run_1/met1.png
Supply wires on this layer in gray.
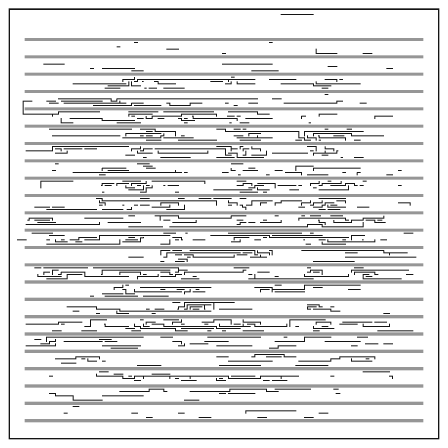
run_1/met2.png
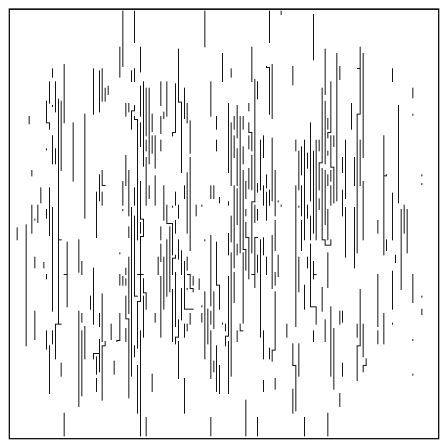
run_1/met3.png
Bar = 20 µm. Cells faint in the background.
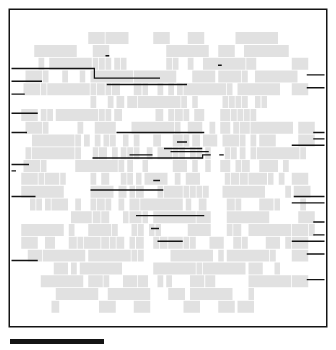
**config.mk**
```make
export PLATFORM = sky130hd
export DESIGN_NAME = prog_loader
export DESIGN_NICKNAME = d
export VERILOG_FILES = /design/src/rtl/prog_loader.sv
export SDC_FILE = /design/constraint.sdc
export NUM_CORES = 1
export LEC_CHECK = 0
export ABC_AREA = 1
export CAP_MARGIN = 5
export CORE_MARGIN = 2
export CORE_UTILIZATION = 50
export CTS_CLUSTER_DIAMETER = 30
export DETAILED_ROUTE_END_ITERATION = 8
export MAX_ROUTING_LAYER = met4
export PLACE_DENSITY = 0.77
export SKIP_LAST_GASP = 1
export SLEW_MARGIN = 10
export SYNTH_ARGS = -nofsm -noshare
export SYNTH_HDL_FRONTEND = slang
export SYNTH_SLANG_ARGS = --single-unit
```
**constraint.sdc**
```tcl
create_clock -name clk -period 4 [get_ports clk]
set_input_delay 0.4 -clock clk [delete_from_list [all_inputs] [get_ports clk]]
set_output_delay 0.4 -clock clk [all_outputs]
set_load 0.02 [all_outputs]
```
**src/rtl/prog_loader.sv**
```systemverilog
// Instruction-memory loader: takes a length-prefixed byte frame over valid/ready, writes it to imem,
// then releases cpu_reset. Define LOADER_CHECKSUM_EN to require and verify a trailing checksum byte.
module prog_loader #(
  parameter int                ADDR_W    = 8,
  parameter int                DATA_W    = 8,
  parameter logic [ADDR_W-1:0] BASE_ADDR = {ADDR_W{1'b0}}
) (
  input  logic              clk,
  input  logic              reset_n,
  input  logic [DATA_W-1:0] in_data,
  input  logic              in_valid,
  output logic              in_ready,
  input  logic              restart,
  output logic              imem_we,
  output logic [ADDR_W-1:0] imem_addr,
  output logic [DATA_W-1:0] imem_wdata,
  output logic              cpu_reset,
  output logic              busy,
  output logic              done,
  output logic              error
);

  localparam logic [ADDR_W-1:0] A_ZERO = {ADDR_W{1'b0}};
  localparam logic [ADDR_W-1:0] A_ONE  = {{(ADDR_W-1){1'b0}}, 1'b1};
  localparam logic [DATA_W-1:0] D_ZERO = {DATA_W{1'b0}};

  typedef enum logic [2:0] {
    S_IDLE  = 3'd0,
    S_LEN   = 3'd1,
    S_DATA  = 3'd2,
`ifdef LOADER_CHECKSUM_EN
    S_CHK   = 3'd3,
`endif
    S_FLUSH = 3'd4,
    S_DONE  = 3'd5,
    S_ERROR = 3'd6
  } state_t;

  state_t            state_r, state_s;
  logic [ADDR_W-1:0] count_r, len_r;
  logic [ADDR_W-1:0] addr_r;
  logic [DATA_W-1:0] wdata_r;
  logic              imem_we_r;
  logic              in_ready_r, busy_r, done_r, cpu_reset_r;
  logic              accept_s, last_s;

`ifdef LOADER_CHECKSUM_EN
  logic [DATA_W-1:0] sum_r;
  logic              error_r;

  function automatic logic [DATA_W-1:0] sum_add(input logic [DATA_W-1:0] a,
                                                input logic [DATA_W-1:0] b);
    return a + b;
  endfunction
`endif

  // restart outranks a simultaneous byte, so such a byte is never accepted
  assign accept_s = in_valid & in_ready_r & ~restart;
  // a length of 0 wraps to len_r-1 = all ones, giving 2**ADDR_W words
  assign last_s   = (count_r == (len_r - A_ONE));

  // Next-state logic
  always_comb begin
    state_s = state_r;
    if (restart) begin
      state_s = S_IDLE;
    end else begin
      case (state_r)
        S_IDLE:  state_s = S_LEN;
        S_LEN: begin
          if (accept_s) state_s = S_DATA;
          else          state_s = S_LEN;
        end
        S_DATA: begin
          if (accept_s && last_s) begin
`ifdef LOADER_CHECKSUM_EN
            state_s = S_CHK;
`else
            state_s = S_FLUSH;
`endif
          end else begin
            state_s = S_DATA;
          end
        end
`ifdef LOADER_CHECKSUM_EN
        S_CHK: begin
          if (accept_s) begin
            if (sum_add(sum_r, in_data) == D_ZERO) state_s = S_FLUSH;
            else                                   state_s = S_ERROR;
          end else begin
            state_s = S_CHK;
          end
        end
`endif
        S_FLUSH: state_s = S_DONE;
        S_DONE:  state_s = S_DONE;
        S_ERROR: state_s = S_ERROR;
        default: state_s = S_IDLE;
      endcase
    end
  end

  // State register
  always_ff @(posedge clk or negedge reset_n) begin
    if (!reset_n) state_r <= S_IDLE;
    else          state_r <= state_s;
  end

  // Write port, word counter and running sum
  always_ff @(posedge clk or negedge reset_n) begin
    if (!reset_n) begin
      imem_we_r <= 1'b0;
      addr_r    <= BASE_ADDR;
      wdata_r   <= D_ZERO;
      count_r   <= A_ZERO;
      len_r     <= A_ZERO;
`ifdef LOADER_CHECKSUM_EN
      sum_r     <= D_ZERO;
`endif
    end else if (restart) begin
      imem_we_r <= 1'b0;
      count_r   <= A_ZERO;
`ifdef LOADER_CHECKSUM_EN
      sum_r     <= D_ZERO;
`endif
    end else begin
      imem_we_r <= 1'b0;
      case (state_r)
        S_IDLE: begin
          count_r <= A_ZERO;
`ifdef LOADER_CHECKSUM_EN
          sum_r   <= D_ZERO;
`endif
        end
        S_LEN: begin
          if (accept_s) len_r <= ADDR_W'(in_data);
        end
        S_DATA: begin
          if (accept_s) begin
            imem_we_r <= 1'b1;
            addr_r    <= BASE_ADDR + count_r;
            wdata_r   <= in_data;
            count_r   <= count_r + A_ONE;
`ifdef LOADER_CHECKSUM_EN
            sum_r     <= sum_add(sum_r, in_data);
`endif
          end
        end
        default: ;
      endcase
    end
  end

  // Status outputs registered from the next state so they track state_r exactly
  always_ff @(posedge clk or negedge reset_n) begin
    if (!reset_n) begin
      in_ready_r  <= 1'b0;
      busy_r      <= 1'b0;
      done_r      <= 1'b0;
      cpu_reset_r <= 1'b1;
`ifdef LOADER_CHECKSUM_EN
      error_r     <= 1'b0;
`endif
    end else begin
`ifdef LOADER_CHECKSUM_EN
      in_ready_r  <= (state_s == S_LEN) || (state_s == S_DATA) || (state_s == S_CHK);
      busy_r      <= (state_s == S_LEN) || (state_s == S_DATA) || (state_s == S_CHK);
      error_r     <= (state_s == S_ERROR);
`else
      in_ready_r  <= (state_s == S_LEN) || (state_s == S_DATA);
      busy_r      <= (state_s == S_LEN) || (state_s == S_DATA);
`endif
      done_r      <= (state_s == S_DONE);
      cpu_reset_r <= (state_s != S_DONE);
    end
  end

  // restart in the cycle after an accept kills that pending write before memory samples it
  assign imem_we    = imem_we_r & ~restart;
  assign imem_addr  = addr_r;
  assign imem_wdata = wdata_r;
  assign in_ready   = in_ready_r;
  assign busy       = busy_r;
  assign done       = done_r;
  assign cpu_reset  = cpu_reset_r;
`ifdef LOADER_CHECKSUM_EN
  assign error      = error_r;
`else
  assign error      = 1'b0;
`endif

endmodule

```
==> impl_metrics.toml, run 1 <==
# implementation run metrics
[run_status]
status = "finished, final reports clean"

[power]
clockPowerShare_pct = 29.2
peakVddDrop_mv = 0.179
powerSeq_mw = 0.468
p_seq_share_pct = 47.9
p_switching_mw = 0.299
cellPowerDensity_mw_per_mm2 = 404
pwr-share-comb_pct = 22.9
p_int_mw = 0.678
powerClk_mw = 0.285
maxPowerGroup = "sequential cells"
p_sw_share_pct = 30.6
power.leakage_nw = 1.18

[yosys]
postSynthCellCount = 248
flop_cell = "dfrtp_1"
yosys.area_share.xor_xnor_pct = 3.07
netlist_area_mm2 = 0.00200
synth_chip_area_mm2 = 0.00200
edf_count = 0
synth_async_sr_flop_share_pct = 100
synthTopLogicFamily = "simple AND/OR/NAND/NOR gates"
seq_area_frac_synth_pct = 49.0
mux_area_share_pct = 0
numSynthFlops = 39
synth_nets = 262
ys_cells = 248
yosys.area_share.simple_pct = 27.5
ys_types = 26
postSynthAreaPerCell_um2 = 8.05
yosys_warnings = 0

[worst_setup_path]
worstPathRequired_ns = 3.60
crit_chain = "clkdlybuf4s50_1 > nor2_1 > clkdlybuf4s50_1"
cpPeakStageDelay_ns = 0.63
cp_top_family = "buffers and inverters"
worst_path_max_delay_cell = "clkdlybuf4s50_1"
critPathMostFrequentCell = "clkdlybuf4s50_1"
endpoint = "imem_we"
rr_endpoint = "busy"
arrival_ns = 1.85
cp-end-kind = "output port"
crit_buf_inv = 2
cp.depth = 3
crit_fanout = 7
rr_worst_depth = 14
critPathKind = "in2out"
r2r_start = "len_r[0]"

[place]
hpwl_um = 2970
pre_cts_slack_ns = 1.63
place_congestion = 0.895
port_buffers = 32
dp.cells = 322
place_area_mm2 = 0.00232

[grt]
grt_pass1_wl_um = 6750
grt_pass1_vias = 1515
antenna_found_initial = 0
grt-busiest-layer = "met2"
met1_usage_pct = 27.4
grt_overflow_total = 0

[cells_and_area]
final_nets = 295
mostFrequentLayoutCells = "nand2_1, dfrtp_1, clkdlybuf4s50_1"
clkbuf_count = 8
design_area_mm2 = 0.00242
sh_comb_area_pct = 34.7
buf_share_pct = 13.0
finish.utilization_pct = 64.7
drive_above_1_share_pct = 12.8
layout.cells.most_common = "nand2_1"
n_all_inverters = 34
buffers_excl_clock = 32
clkCellAreaFrac_pct = 4.13
seq_area_um2 = 977
fillers = 351
syn_to_final_growth_pct = 21.3
largest_cell_class = "registers"
comb_cells = 169
antenna_cells = 0
logic_area_um2 = 841

[sta]
clock_skew_ns = 0.00569
period_used_pct = 56.3
fmax_mhz = 444
finalHoldViolations = 0
fin_tns_setup_ns = 0
report.final.slew_viol_count = 0
finalSetupViolations = 0
tightest_slew_ns = 0.842
rsz0062_at_grt = "false"
relSlewSlack_pct = 43.9

[routing]
drt_pass1_iterations = 5
wl_met2_um = 1890
wl_met1_um = 1790
first_iter_violations = 104
wl_met3_um = 233
drcViolationCount = 0
wl_per_cell_um = 12.0
ant_nets = 0
routed.top_layer = "met4"

[floorplan]
rows = 22
ios = 34
design.core.area_mm2 = 0.00374
fp_util_pct = 53.3
die_h_um = 67.2
tap_cells = 48

[clocking]
ctsResizeCount = 0
cts.reportedPaths.clkPinSlew_ns = 0.07
htreeDepth = 2
cts_buffers = 5
cts.sinks = 39
tritoncts = "done"
cts_root_buffer = "clkbuf_8"
clockBufferDepth = 2
cts_hold_buf = 0
clk_latency_ns = 0.29

[run]
drv_cap = 0
warnings = 26
About met1.png:
wire length on this layer: 1790 µm
main direction: horizontal
nets with wire on the layer: 263
total wire length: 3970 µm
vias: 1645

About met2.png:
nets with wire on the layer: 233
longest straight run: 35.4 µm
main direction: vertical
wire length on this layer: 1890 µm
met2 global-route usage: 31.8%

About met3.png:
nets with wire on the layer: 32
longest straight run: 23.2 µm
main direction: horizontal
met3 GRT Util: 5.00%

-- run 1: synthesized netlist by cell type, types with 3 or more instances --
master,n,area share [%]
dfrtp_1,38,48
nor2_2,3,0.94
nand2_1,79,15
inv_1,29,5.5
xor2_1,4,1.8
nor2_4,3,1.7
nand4_1,3,0.94
buf_4,3,1.1
o21ai_0,13,3.3
a21oi_1,7,1.8
xnor2_1,3,1.3
nand2_2,5,1.6
nor2_1,24,4.5
inv_2,5,0.94
o21ai_2,9,4.0
nand3_1,8,2.0
-- run 1: state kept, by name, indices dropped and copies added, names as in the netlist, 3 cells and up --
| register | flops |
|---|---|
| count_r | 8 |
| imem_addr | 8 |
| state_r | 3 |
| len_r | 8 |
| imem_wdata | 8 |
run_1/final_clocks.png
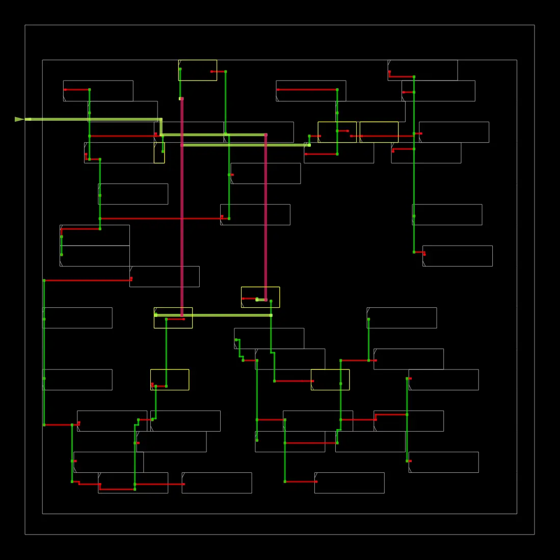

==> run 1 -> run 2 <==
==> constraint.sdc (replaced) <==
create_clock -name clk -period 2.3 [get_ports clk]
set_input_delay 0.23 -clock clk [delete_from_list [all_inputs] [get_ports clk]]
set_output_delay 0.23 -clock clk [all_outputs]
set_load 0.02 [all_outputs]
run_2/final_clocks.png
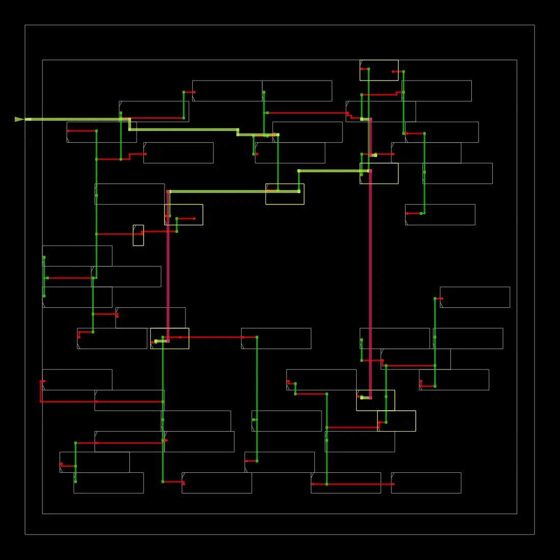
CTS Buf Count: 5
number of clock buffers in the layout: 8
clock group total power: 0.507 mW
clk sink count: 39

==> impl_metrics.toml, run 2 <==
# implementation run metrics
[run_status]
status = "finished, final reports clean"

[place]
pre_cts_slack_ns = 0.419
hpwl_um = 2970
dp.cells = 325
place_area_mm2 = 0.00236
port_buffers = 32

[yosys]
most_common_cell = "nand2_1"
ys_cells = 248
netlist_area_mm2 = 0.00200
top_cells_by_area = "dfrtp_1, nand2_1, inv_1, nor2_1, o21ai_2"
top_cell_area_share_pct = 47.6
synth_nets = 262
yosysTopAreaCell = "dfrtp_1"
numSynthFlops = 39
postSynthCellCount = 248
synth_chip_area_mm2 = 0.00200
postSynthAreaPerCell_um2 = 8.05

[floorplan]
rows = 22
design.core.area_mm2 = 0.00374
fp_util_pct = 53.3
ios = 34

[grt]
met1_usage_pct = 26.1
antenna_found_initial = 0
grt_util_met2_pct = 33.8
grt-busiest-layer = "met2"
grt_overflow_total = 0
grt_pass1_vias = 1575
grt_pass1_wl_um = 6810

[sta]
relSlewSlack_pct = 43.6
finalHoldViolations = 0
clock_skew_ns = 0.00349
rsz0062_at_grt = "false"
tightest_slew_ns = 0.846
period_used_pct = 82.0
fin_tns_setup_ns = 0
report.final.slew_viol_count = 0
finalSetupViolations = 0

[cells_and_area]
seq_area_um2 = 977
mostFrequentLayoutCells = "nand2_1, dfrtp_1, clkdlybuf4s50_1"
fillers = 338
antenna_cells = 0
layout.cells.most_common = "nand2_1"
finish.utilization_pct = 65.6
design_area_mm2 = 0.00246

[worst_setup_path]
cpPeakStageDelay_ns = 0.63
crit_chain = "clkdlybuf4s50_1 > nor2_1 > clkdlybuf4s50_1"
rr_worst_depth = 14
r2r_start = "len_r[0]"
worst_path_max_delay_cell = "clkdlybuf4s50_1"
worstPathRequired_ns = 2.07
crit_fanout = 7
arrival_ns = 1.66
cp.depth = 3
rr_endpoint = "busy"

[routing]
wl_met1_um = 1780
first_iter_violations = 94
drt_pass1_iterations = 4
routed.top_layer = "met4"
wl_met2_um = 1950
wl_per_cell_um = 12.0

[power]
cellPowerDensity_mw_per_mm2 = 695

[clocking]
ctsResizeCount = 0
tritoncts = "done"
cts_root_buffer = "clkbuf_8"
htreeDepth = 2
clockBufferDepth = 2

[run]
warnings = 26
run_2/met3.png
Bar = 20 µm. Cells faint in the background.
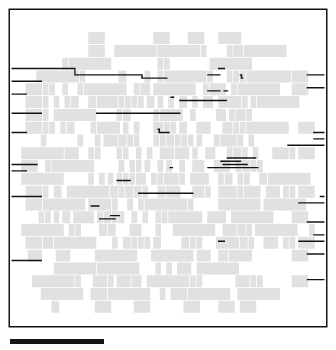
nets with wire on the layer: 35
wire length on this layer: 202 µm
share of all routed wire: 5.1%
longest straight run: 17.7 µm
main direction: horizontal
vias: 1659
total wire length: 4000 µm

-- run 2: cell type report --
class / count / area share [%]
clock buffers: 8 / 4.08
multi-input cells: 169 / 34.2
inverters: 34 / 5.20
flip-flops and latches: 39 / 39.8
repair buffers: 35 / 14.3
well taps: 48 / 2.45
-- run 2: logic make-up (layout without fill, tap and decap cells) --
kind of cell	Yosys count	after routing	synth area share, %
other	1	1	0.188
and+or+nand+nor	127	127	27.5
AOI/OAI and AO/OA	32	32	10.1
DFF	39	39	49.0
buffers and inverters	40	77	8.90
adders and majority gates	2	2	1.25
xor gates and xnor gates	7	7	3.07
-- run 2: power by group --
part           total (mW)  switching [mW]  internal (mW)  leakage, nW
logic               0.389           0.230          0.159        0.627
registers           0.811          0.0631          0.747        0.521
clock network       0.507           0.234          0.274       0.0515
run_2/gate_families.png
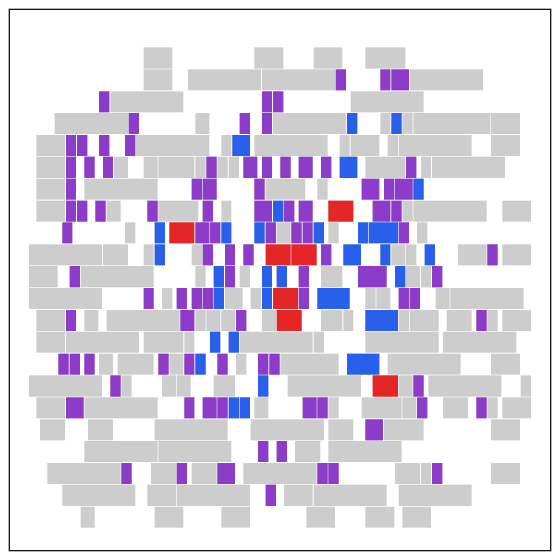

==> run 2 -> run 3 <==
==> constraint.sdc (replaced) <==
create_clock -name clk -period 1.95 [get_ports clk]
set_input_delay 0.195 -clock clk [delete_from_list [all_inputs] [get_ports clk]]
set_output_delay 0.195 -clock clk [all_outputs]
set_load 0.02 [all_outputs]
run_3/gate_families.png
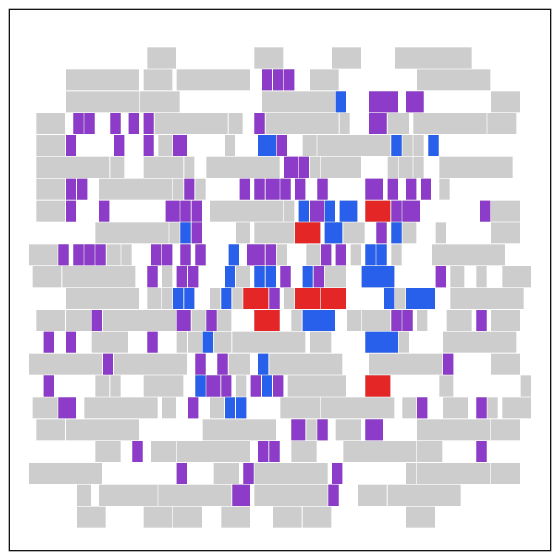
legend:
  NAND gates:
    color: purple
    cells: 96
    most_used: nand2_1
  NOR gates:
    color: blue
    cells: 31
    most_used: nor2_1
    where: center
  XOR/XNOR gates:
    color: red
    cells: 7
    most_used: xor2_1
    where: center
top logic cell by instance count in the layout: nand2_1
multi-input combinational area share: 34.1%
Post-Layout Cell Count: 336

==> impl_metrics.toml, run 3 <==
# implementation run metrics
[run_status]
status = "finished, final reports clean"

[routing]
drcViolationCount = 0
vias_per_cell = 4.94
first_iter_violations = 94
wl_per_cell_um = 11.9
ant_nets = 0
wl_met1_um = 1840
routed_wl_um = 4010
drt_pass1_iterations = 4
wl_met2_um = 1880
routed.top_layer = "met4"
wl_met3_um = 229
num_vias = 1661

[run]
drv_cap = 0
warnings = 26

[yosys]
yosysTopAreaCell = "dfrtp_1"
top_cell_area_share_pct = 47.6
postSynthCellCount = 248
yosys_warnings = 0
ys_types = 26
most_common_cell = "nand2_1"
synth_async_sr_flop_share_pct = 100
top_cells_by_area = "dfrtp_1, nand2_1, inv_1, nor2_1, o21ai_2"
top_cells_by_count = "nand2_1, dfrtp_1, inv_1"
edf_count = 0
synth_nets = 262
netlist_area_mm2 = 0.00200
numSynthFlops = 39
ys_cells = 248
flop_cell = "dfrtp_1"
synth_chip_area_mm2 = 0.00200
postSynthAreaPerCell_um2 = 8.05
seq_area_frac_synth_pct = 49.0

[place]
place_congestion = 0.925
pre_cts_slack_ns = 0.137
place_area_mm2 = 0.00238
dp.cells = 327
port_buffers = 32
hpwl_um = 3090

[power]
peakVddDrop_mv = 0.502
p_seq_share_pct = 47.7
cellPowerDensity_mw_per_mm2 = 801
clockPowerShare_pct = 26.9
power.leakage_nw = 1.22
p_int_mw = 1.38
pwr-share-comb_pct = 25.4
p_switching_mw = 0.626
power_mw = 2.00
p_sw_share_pct = 31.3

[sta]
fin_tns_setup_ns = 0
fmax_mhz = 563
whs_ns = 0.390
period_used_pct = 91.1
report.final.slew_viol_count = 0
rsz0062_at_grt = "false"
layout_setup_ws_ns = 0.174
clock_skew_ns = 0.00718
layout_min_cycle_time_ns = 1.78
finalSetupViolations = 0
finalHoldViolations = 0

[worst_setup_path]
worstPathRequired_ns = 1.75
startpoint = "restart"
critPathMostFrequentCell = "clkdlybuf4s50_1"
endpoint = "imem_we"
cpPeakStageDelay_ns = 0.61
regToRegSetupSlack_ns = 0.22
rr_endpoint = "busy"
crit_fanout = 6
r2r_start = "len_r[0]"
crit_buf_inv = 2
arrival_ns = 1.58
critPathKind = "in2out"
cp.depth = 3
worst_path_max_delay_cell = "clkdlybuf4s50_1"
crit_chain = "clkdlybuf4s50_1 > nor2_1 > clkdlybuf4s50_1"
cp_top_family = "buffers and inverters"
rr_worst_depth = 14
cp-end-kind = "output port"

[cells_and_area]
antenna_cells = 0
design_area_mm2 = 0.00250
mostFrequentLayoutCells = "nand2_1, dfrtp_1, clkdlybuf4s50_1"
drive_above_1_share_pct = 15.3
syn_to_final_growth_pct = 25.3
finish.utilization_pct = 66.8
final_nets = 302

[floorplan]
die_x_um = 67.2
ios = 34
die_h_um = 67.2
design.core.area_mm2 = 0.00374
fp_util_pct = 53.3
rows = 22

[grt]
grt_pass1_vias = 1568
grt_pass1_wl_um = 6930
grt_max_degree = 22
grt_util_met2_pct = 33.8
antenna_found_initial = 0
met1_usage_pct = 27.1
grt_overflow_total = 0
grt_use_met3_pct = 4.50
grt-busiest-layer = "met2"
grt_use_total_pct = 21.1

[clocking]
post_cts_buffers = 0
tritoncts = "done"
cts.reportedPaths.clkPinSlew_ns = 0.07
cts_hold_buf = 1
cts.sinks = 39
clockBufferDepth = 2
cts_root_buffer = "clkbuf_8"
htreeDepth = 2
ctsResizeCount = 0
cts_buffers = 5

[min_path]
hp-class = "in2async"
run_3/final_clocks.png
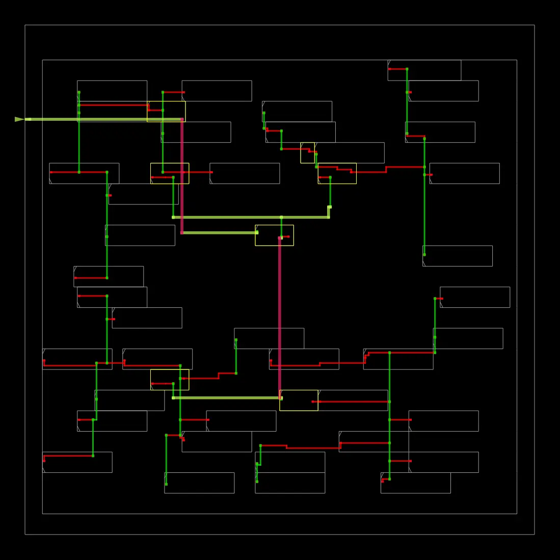
clock group total power: 0.539 mW
Clk Latency, worst-skew pair: 0.29 ns
number of clock buffers in the layout: 6

run 3: power groups by stage:
stage / logic, mW / registers (mW) / clock network [mW]
after floorplan: 0.290 / 0.982 / 0
after global placement: 0.457 / 0.967 / 0
after detailed placement: 0.464 / 0.971 / 0
after CTS: 0.470 / 0.956 / 0.549
after global routing: 0.580 / 0.965 / 0.593
final: 0.508 / 0.956 / 0.539
run 3: cell type report:
type / count / area (µm²)
inverter: 34 / 128
tap: 48 / 60.1
multi-input combinational: 169 / 853
timing repair buffer: 39 / 395
sequential: 39 / 977
fill: 325 / 1240
clock inverter: 1 / 5.00
clock buffer: 6 / 82.6
run 3: cell families after synthesis:
family | synth area share (%)
compound gates | 10.1
xor+xnor | 3.07
fa+ha+maj | 1.25
buf+inv | 8.90
flops | 49.0
other cells | 0.188
simple gates | 27.5
Power figures rest on the tool's default switching activity, not on a simulated workload.
